Figure 1. Close-up of the layout (run 1).
Window x 19 to 59, y 19 to 59 um. Cells in grey, sequential cells in the stronger grey; small squares are vias.
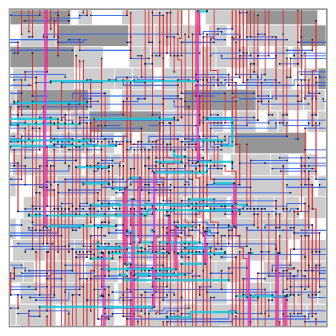
Figure 2. Clock wires, drivers and flops (run 1).
Bar = 20 um.
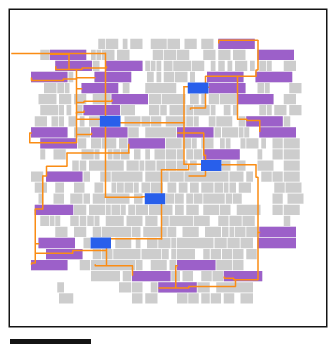
Figure 3. Clock routing (run 1).
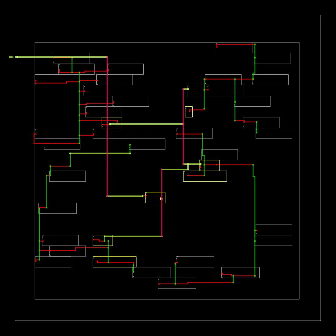
$ cat config.mk
export PLATFORM = sky130hd
export DESIGN_NAME = ram_march_bist
export DESIGN_NICKNAME = d
export VERILOG_FILES = /design/src/rtl/ram_march_bist.sv
export SDC_FILE = /design/constraint.sdc
export NUM_CORES = 1
export LEC_CHECK = 0
export CORE_MARGIN = 5
export CORE_UTILIZATION = 47
export DETAILED_ROUTE_END_ITERATION = 7
export GPL_TIMING_DRIVEN = 0
export PLACE_DENSITY = 0.77
export SETUP_SLACK_MARGIN = 0.15
export SLEW_MARGIN = 20
export SYNTH_ARGS = -nofsm -noshare
export SYNTH_HDL_FRONTEND = slang
export SYNTH_SLANG_ARGS = --single-unit
$ cat constraint.sdc
create_clock -name clk -period 1.8 [get_ports clk]
set_input_delay 0.45 -clock clk [delete_from_list [all_inputs] [get_ports clk]]
set_output_delay 0.45 -clock clk [all_outputs]
set_load 0.03 [all_outputs]
$ cat src/rtl/ram_march_bist.sv
// March C- style memory BIST driving one synchronous RAM port with configurable read latency.
// Optional macro BIST_STOP_ON_FAIL_EN: end the run at the first read mismatch.
module ram_march_bist #(
  parameter int ADDR_W = 6,
  parameter int DATA_W = 8,
  parameter int RD_LAT = 2
) (
  input  logic              clk,
  input  logic              rst_n,
  input  logic              start,
  output logic              busy,
  output logic              done,
  output logic              fail,
  output logic [ADDR_W-1:0] fail_addr,
  output logic [DATA_W-1:0] fail_data,
  output logic [ADDR_W-1:0] ram_addr,
  output logic [DATA_W-1:0] ram_wdata,
  output logic              ram_we,
  input  logic [DATA_W-1:0] ram_q
);

  typedef enum logic [2:0] {IDLE, WR0, RD, WAIT, CMP, WR, DONE} state_t;

  localparam logic [ADDR_W-1:0] ADDR_MAX  = '1;
  localparam logic [DATA_W-1:0] ONES      = '1;
  localparam logic [2:0]        WAIT_INIT = 3'(RD_LAT > 1 ? RD_LAT - 2 : 0);
`ifdef BIST_STOP_ON_FAIL_EN
  localparam bit STOP_ON_FAIL = 1'b1;
`else
  localparam bit STOP_ON_FAIL = 1'b0;
`endif

  state_t            r_state, w_state_next;
  logic [ADDR_W-1:0] r_addr, w_addr_next;
  logic [1:0]        r_elem, w_elem_next;   // 0: M0, 1: M1, 2: M2, 3: M3
  logic [2:0]        r_wait, w_wait_next;
  logic              w_accept, w_mismatch;
  logic [DATA_W-1:0] w_exp;
  logic              r_busy, r_done, r_fail, r_we;
  logic [ADDR_W-1:0] r_fail_addr;
  logic [DATA_W-1:0] r_fail_data, r_wdata;

  always_comb begin
    w_state_next = r_state;
    w_addr_next  = r_addr;
    w_elem_next  = r_elem;
    w_wait_next  = r_wait;
    w_accept     = 1'b0;
    w_mismatch   = 1'b0;
    w_exp        = (r_elem == 2'd2) ? ONES : '0;
    case (r_state)
      IDLE, DONE: begin
        if (start) begin
          w_accept     = 1'b1;
          w_state_next = WR0;
          w_addr_next  = '0;
          w_elem_next  = 2'd0;
        end
      end
      WR0: begin
        if (r_addr == ADDR_MAX) begin
          w_state_next = RD;
          w_addr_next  = '0;
          w_elem_next  = 2'd1;
        end else begin
          w_addr_next = r_addr + 1'b1;
        end
      end
      RD: begin
        if (RD_LAT == 1) begin
          w_state_next = CMP;
        end else begin
          w_state_next = WAIT;
          w_wait_next  = WAIT_INIT;
        end
      end
      WAIT: begin
        if (r_wait == 3'd0) w_state_next = CMP;
        else                w_wait_next  = r_wait - 3'd1;
      end
      CMP: begin
        w_mismatch = (ram_q != w_exp);
        if (STOP_ON_FAIL && w_mismatch) begin
          w_state_next = DONE;
        end else if (r_elem != 2'd3) begin
          w_state_next = WR;
        end else if (r_addr == '0) begin
          w_state_next = DONE;
        end else begin
          w_state_next = RD;
          w_addr_next  = r_addr - 1'b1;
        end
      end
      WR: begin
        w_state_next = RD;
        // M1 walks up then hands over to M2 at the top; M2 walks down then hands over to M3 at the top.
        if (r_elem == 2'd1) begin
          if (r_addr == ADDR_MAX) w_elem_next = 2'd2;
          else                    w_addr_next = r_addr + 1'b1;
        end else begin
          if (r_addr == '0) begin
            w_elem_next = 2'd3;
            w_addr_next = ADDR_MAX;
          end else begin
            w_addr_next = r_addr - 1'b1;
          end
        end
      end
      default: w_state_next = IDLE;
    endcase
  end

  always_ff @(posedge clk or negedge rst_n) begin
    if (!rst_n) begin
      r_state     <= IDLE;
      r_addr      <= '0;
      r_elem      <= 2'd0;
      r_wait      <= 3'd0;
      r_busy      <= 1'b0;
      r_done      <= 1'b0;
      r_we        <= 1'b0;
      r_wdata     <= '0;
      r_fail      <= 1'b0;
      r_fail_addr <= '0;
      r_fail_data <= '0;
    end else begin
      r_state <= w_state_next;
      r_addr  <= w_addr_next;
      r_elem  <= w_elem_next;
      r_wait  <= w_wait_next;
      // Outputs are registered from the next state so they line up with the state they belong to.
      r_busy  <= (w_state_next != IDLE) && (w_state_next != DONE);
      r_done  <= (w_state_next == DONE);
      r_we    <= (w_state_next == WR0) || (w_state_next == WR);
      r_wdata <= (w_state_next == WR && w_elem_next == 2'd1) ? ONES : '0;
      if (w_accept) begin
        r_fail      <= 1'b0;
        r_fail_addr <= '0;
        r_fail_data <= '0;
      end else if (r_state == CMP && w_mismatch) begin
        r_fail <= 1'b1;
        if (!r_fail) begin
          r_fail_addr <= r_addr;
          r_fail_data <= ram_q;
        end
      end
    end
  end

  assign busy      = r_busy;
  assign done      = r_done;
  assign fail      = r_fail;
  assign fail_addr = r_fail_addr;
  assign fail_data = r_fail_data;
  assign ram_addr  = r_addr;
  assign ram_wdata = r_wdata;
  assign ram_we    = r_we;

endmodule

==> results.toml, run 1 <==
# physical design summary
[timing]
fmax_mhz = 557.3
period_needed_ns = 1.794
hold_viol_final = 0

[critical_path]
reg2reg_from = "ram_addr[1]$_DFFE_PN0P_"
critPathLaunch = "ram_addr[1]$_DFFE_PN0P_"
crit_required_ns = 1.98
cp.depth = 9
path_class = "reg -> reg"

[finish]
regArea_um2 = 833.3
combGateArea_mm2 = 0.001385
fin_util_pct = 73.97
lay_top_count = "nand2_1"
fin_area_mm2 = 0.003243
n_antenna_cell = 0

[logic_synthesis]
synth_seq_share_pct = 38.37
edf_count = 0
yosysMostFrequentCell = "nand2_1"
logic_family = "simple AND/OR/NAND/NOR gates"
synthTopCellsByCount = "nand2_1, dfrtp_1, o21ai_0"

[clocking]
htreeDepth = 2
cts_tree = "built"
clock_latency_ns = 0.29
cts.clk_slew.worst_paths_ns = 0.08

[run_status]
status = "finished clean"

[global_routing]
grt_max_degree = 28
grt_pass1_wl_um = 10340

[power]
power.switching_mw = 1.128
fin_total_pwr_mw = 3.084
swShare_pct = 36.56
power.group.top = "combinational cells"

[place]
place_hpwl_um = 4097
place_inst = 345

[floorplanning]
core_area_mm2 = 0.004384

[job]
drv_cap = 0

[hold_path]
hp-start = "fail_addr[3]$_DFFE_PN0P_"
whs_path_depth = 2

[route]
routedWlPerCell_um = 17.21
Notes on Figure 1 above:
blue -> M1
red -> M2
cyan -> M3
magenta -> M4
cells with their middle in the window = 155
sequential cells in the window = 8
netlist names of flops here include = fail_addr (2), r_elem (2)
most frequent = nand2_1 (20), buf_6 (10)

Notes on Figure 2 above:
purple -> flip-flops  # count 33
orange -> clock wires  # length 510 um
blue -> clock-net drivers  # count 5
routed clock nets = 6

Notes on Figure 3 above:
clk sinks: 33
Num CTS Buffers: 5
FF+latch count: 33
Clock Power: 0.852 mW

-- run 1: routing by layer --
metal  vias to the layer above  share of wire [%]  GRT usage (%)
met5                         -                  0              0
met4                         0                3.1          8.076
met3                        31                7.3          5.093
met2                       118                 49          35.56
met1                      1106                 41          26.08
li1                       1052                  -              -
-- run 1: sequential cells by signal, summed over array words and instances (netlist names) --
register and count:
fail_data 8, fail_addr 6, ram_addr 6, r_state 3
r_wait 3, r_elem 2, busy 1, done 1
fail 1, ram_wdata 1, ram_we 1
-- run 1: cell type report --
type | count | area share (%)
Clock buffer | 5 | 2.122
Tap cell | 52 | 2.006
Inverter | 7 | 0.9645
Clock inverter | 3 | 2.006
Timing Repair Buffer | 70 | 19.33
Multi-Input combinational cell | 189 | 42.71
Sequential cell | 33 | 25.69
Buffer | 21 | 5.170
--- run 2 (diff from run 1) ---
--- a/config.mk
+++ b/config.mk
@@ -5,11 +5,12 @@
 export SDC_FILE = /design/constraint.sdc
 export NUM_CORES = 1
 export LEC_CHECK = 0
+export ABC_AREA = 0
 export CORE_MARGIN = 5
-export CORE_UTILIZATION = 47
+export CORE_UTILIZATION = 50
 export DETAILED_ROUTE_END_ITERATION = 7
 export GPL_TIMING_DRIVEN = 0
-export PLACE_DENSITY = 0.77
+export PLACE_DENSITY = 0.78
 export SETUP_SLACK_MARGIN = 0.15
 export SLEW_MARGIN = 20
 export SYNTH_ARGS = -nofsm -noshare
==> constraint.sdc (replaced) <==
create_clock -name clk -period 2.05 [get_ports clk]
set_input_delay 0.5125 -clock clk [delete_from_list [all_inputs] [get_ports clk]]
set_output_delay 0.5125 -clock clk [all_outputs]
set_load 0.03 [all_outputs]
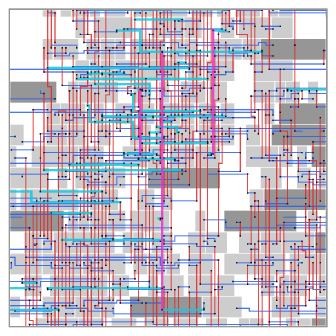
Figure 4: run 2, close-up of the layout.
Window x 18 to 58, y 18 to 58 um. Cells in grey, sequential cells in the stronger grey; small squares are vias.
blue -> M1
magenta -> M4
cyan -> M3
red -> M2
netlist names of flops here include = fail_addr (2), ram_addr (2)
cells with their middle in the window = 133
sequential cells in the window = 9
most frequent = nand2_1 (18), dfrtp_1 (9), o21ai_0 (8)

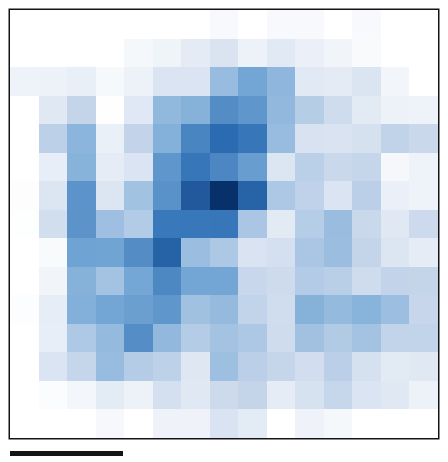
Figure 5: run 2, wire density map.
Bar = 20 um. The die is cut into 15 by 15 equal tiles; white is low, dark blue is high, scaled to the fullest tile. Values are wire area over tile area, all layers added.
mean over tiles = 0.17
densest ninth of the die = centre
tiles over half the peak = 14%

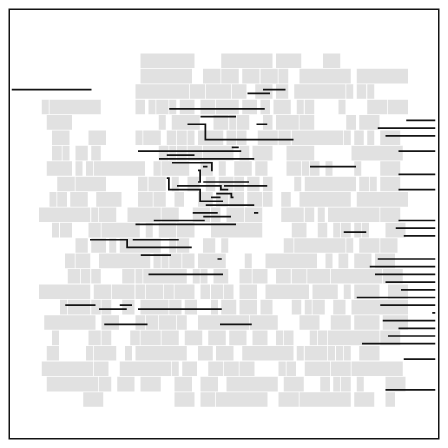
Figure 6: run 2, the metal 3 layer.
main direction = horizontal
share of all routed wire = 8.0%
nets with wire on the layer = 55

==> run 2 against run 1 <==
  * Critical path depth is 1 lower
  * Fmax is 3.2% lower
  * Worst setup slack better by 0.19 ns
  * Die area is 5.2% lower
  * Utilization is 2.9 points lower
  * Register-to-register slack better by 0.19 ns
==> results.toml, run 2 <==
# physical design summary
[floorplanning]
core_area_mm2 = 0.004086
dieWidth_um = 75.61

[clocking]
clk_path_buf_depth = 2
cts.clk_slew.worst_paths_ns = 0.08
clock_latency_ns = 0.29
postCtsResizedCells = 22
clock_sinks = 33
cts_tree = "built"
cts_buffers = 5
htreeDepth = 2

[place]
place_hpwl_um = 4210
place_inst = 343

[timing]
hold_viol_final = 0
period_needed_ns = 1.854
fmax_mhz = 539.4

[power]
irDropWorstVdd_mv = 0.3186
swShare_pct = 38.99
power_frac_seq_pct = 34.3
clock_power_mw = 0.490
power.group.top = "combinational cells"
fin_total_pwr_mw = 2.243
intPower_mw = 1.368
power.switching_mw = 0.8745

[finish]
n_antenna_cell = 0
combGateArea_mm2 = 0.001255
fin_area_mm2 = 0.002905
lay_top_count = "nand2_1"
regArea_um2 = 828.3
fin_util_pct = 71.10

[global_routing]
met3_usage_pct = 4.485
grt_util_met2_pct = 38.06
busiest_layer = "met2"
grtUsageMet1_pct = 28.58
grt_pass1_wl_um = 9735
grt_pass1_vias = 2024

[logic_synthesis]
yosysMostFrequentCell = "nand2_1"
synthTopCellsByCount = "nand2_1, dfrtp_1, o21ai_0"
edf_count = 0
synth_seq_share_pct = 38.37

[critical_path]
cp.depth = 8
reg2reg_from = "ram_addr[0]$_DFFE_PN0P_"
path_class = "reg -> reg"
crit_required_ns = 2.22

[route]
top_layer = "met4"
dr_wl_met3_um = 477
met1_length_um = 2452
routedWlPerCell_um = 16.65

[run_status]
status = "finished clean"
-- run 2: logic make-up (layout without fill, tap and decap cells) --
| logic type | Yosys count | count (layout) | share of synthesized area, % |
|---|---|---|---|
| AND-OR/OR-AND | 70 | 70 | 21.40 |
| AND/OR/NAND/NOR | 111 | 111 | 28.08 |
| flip-flops | 33 | 33 | 38.37 |
| adder cells (fa/ha/maj) | 5 | 5 | 2.907 |
| buffers and inverters | 28 | 86 | 7.964 |
| multiplexers | 1 | 1 | 0.4651 |
| XOR/XNOR | 2 | 2 | 0.8141 |
-- run 2: layout make-up --
type / instances / area share, %
multi-input cells: 189 / 43.20
repair buffers: 50 / 16.93
clock inverters: 2 / 0.3445
inverters: 7 / 0.9044
flip-flops and latches: 33 / 28.51
plain buffers: 21 / 5.469
well taps: 50 / 2.153
clock buffers: 6 / 2.498
Power is estimated from default activity; no workload was simulated.
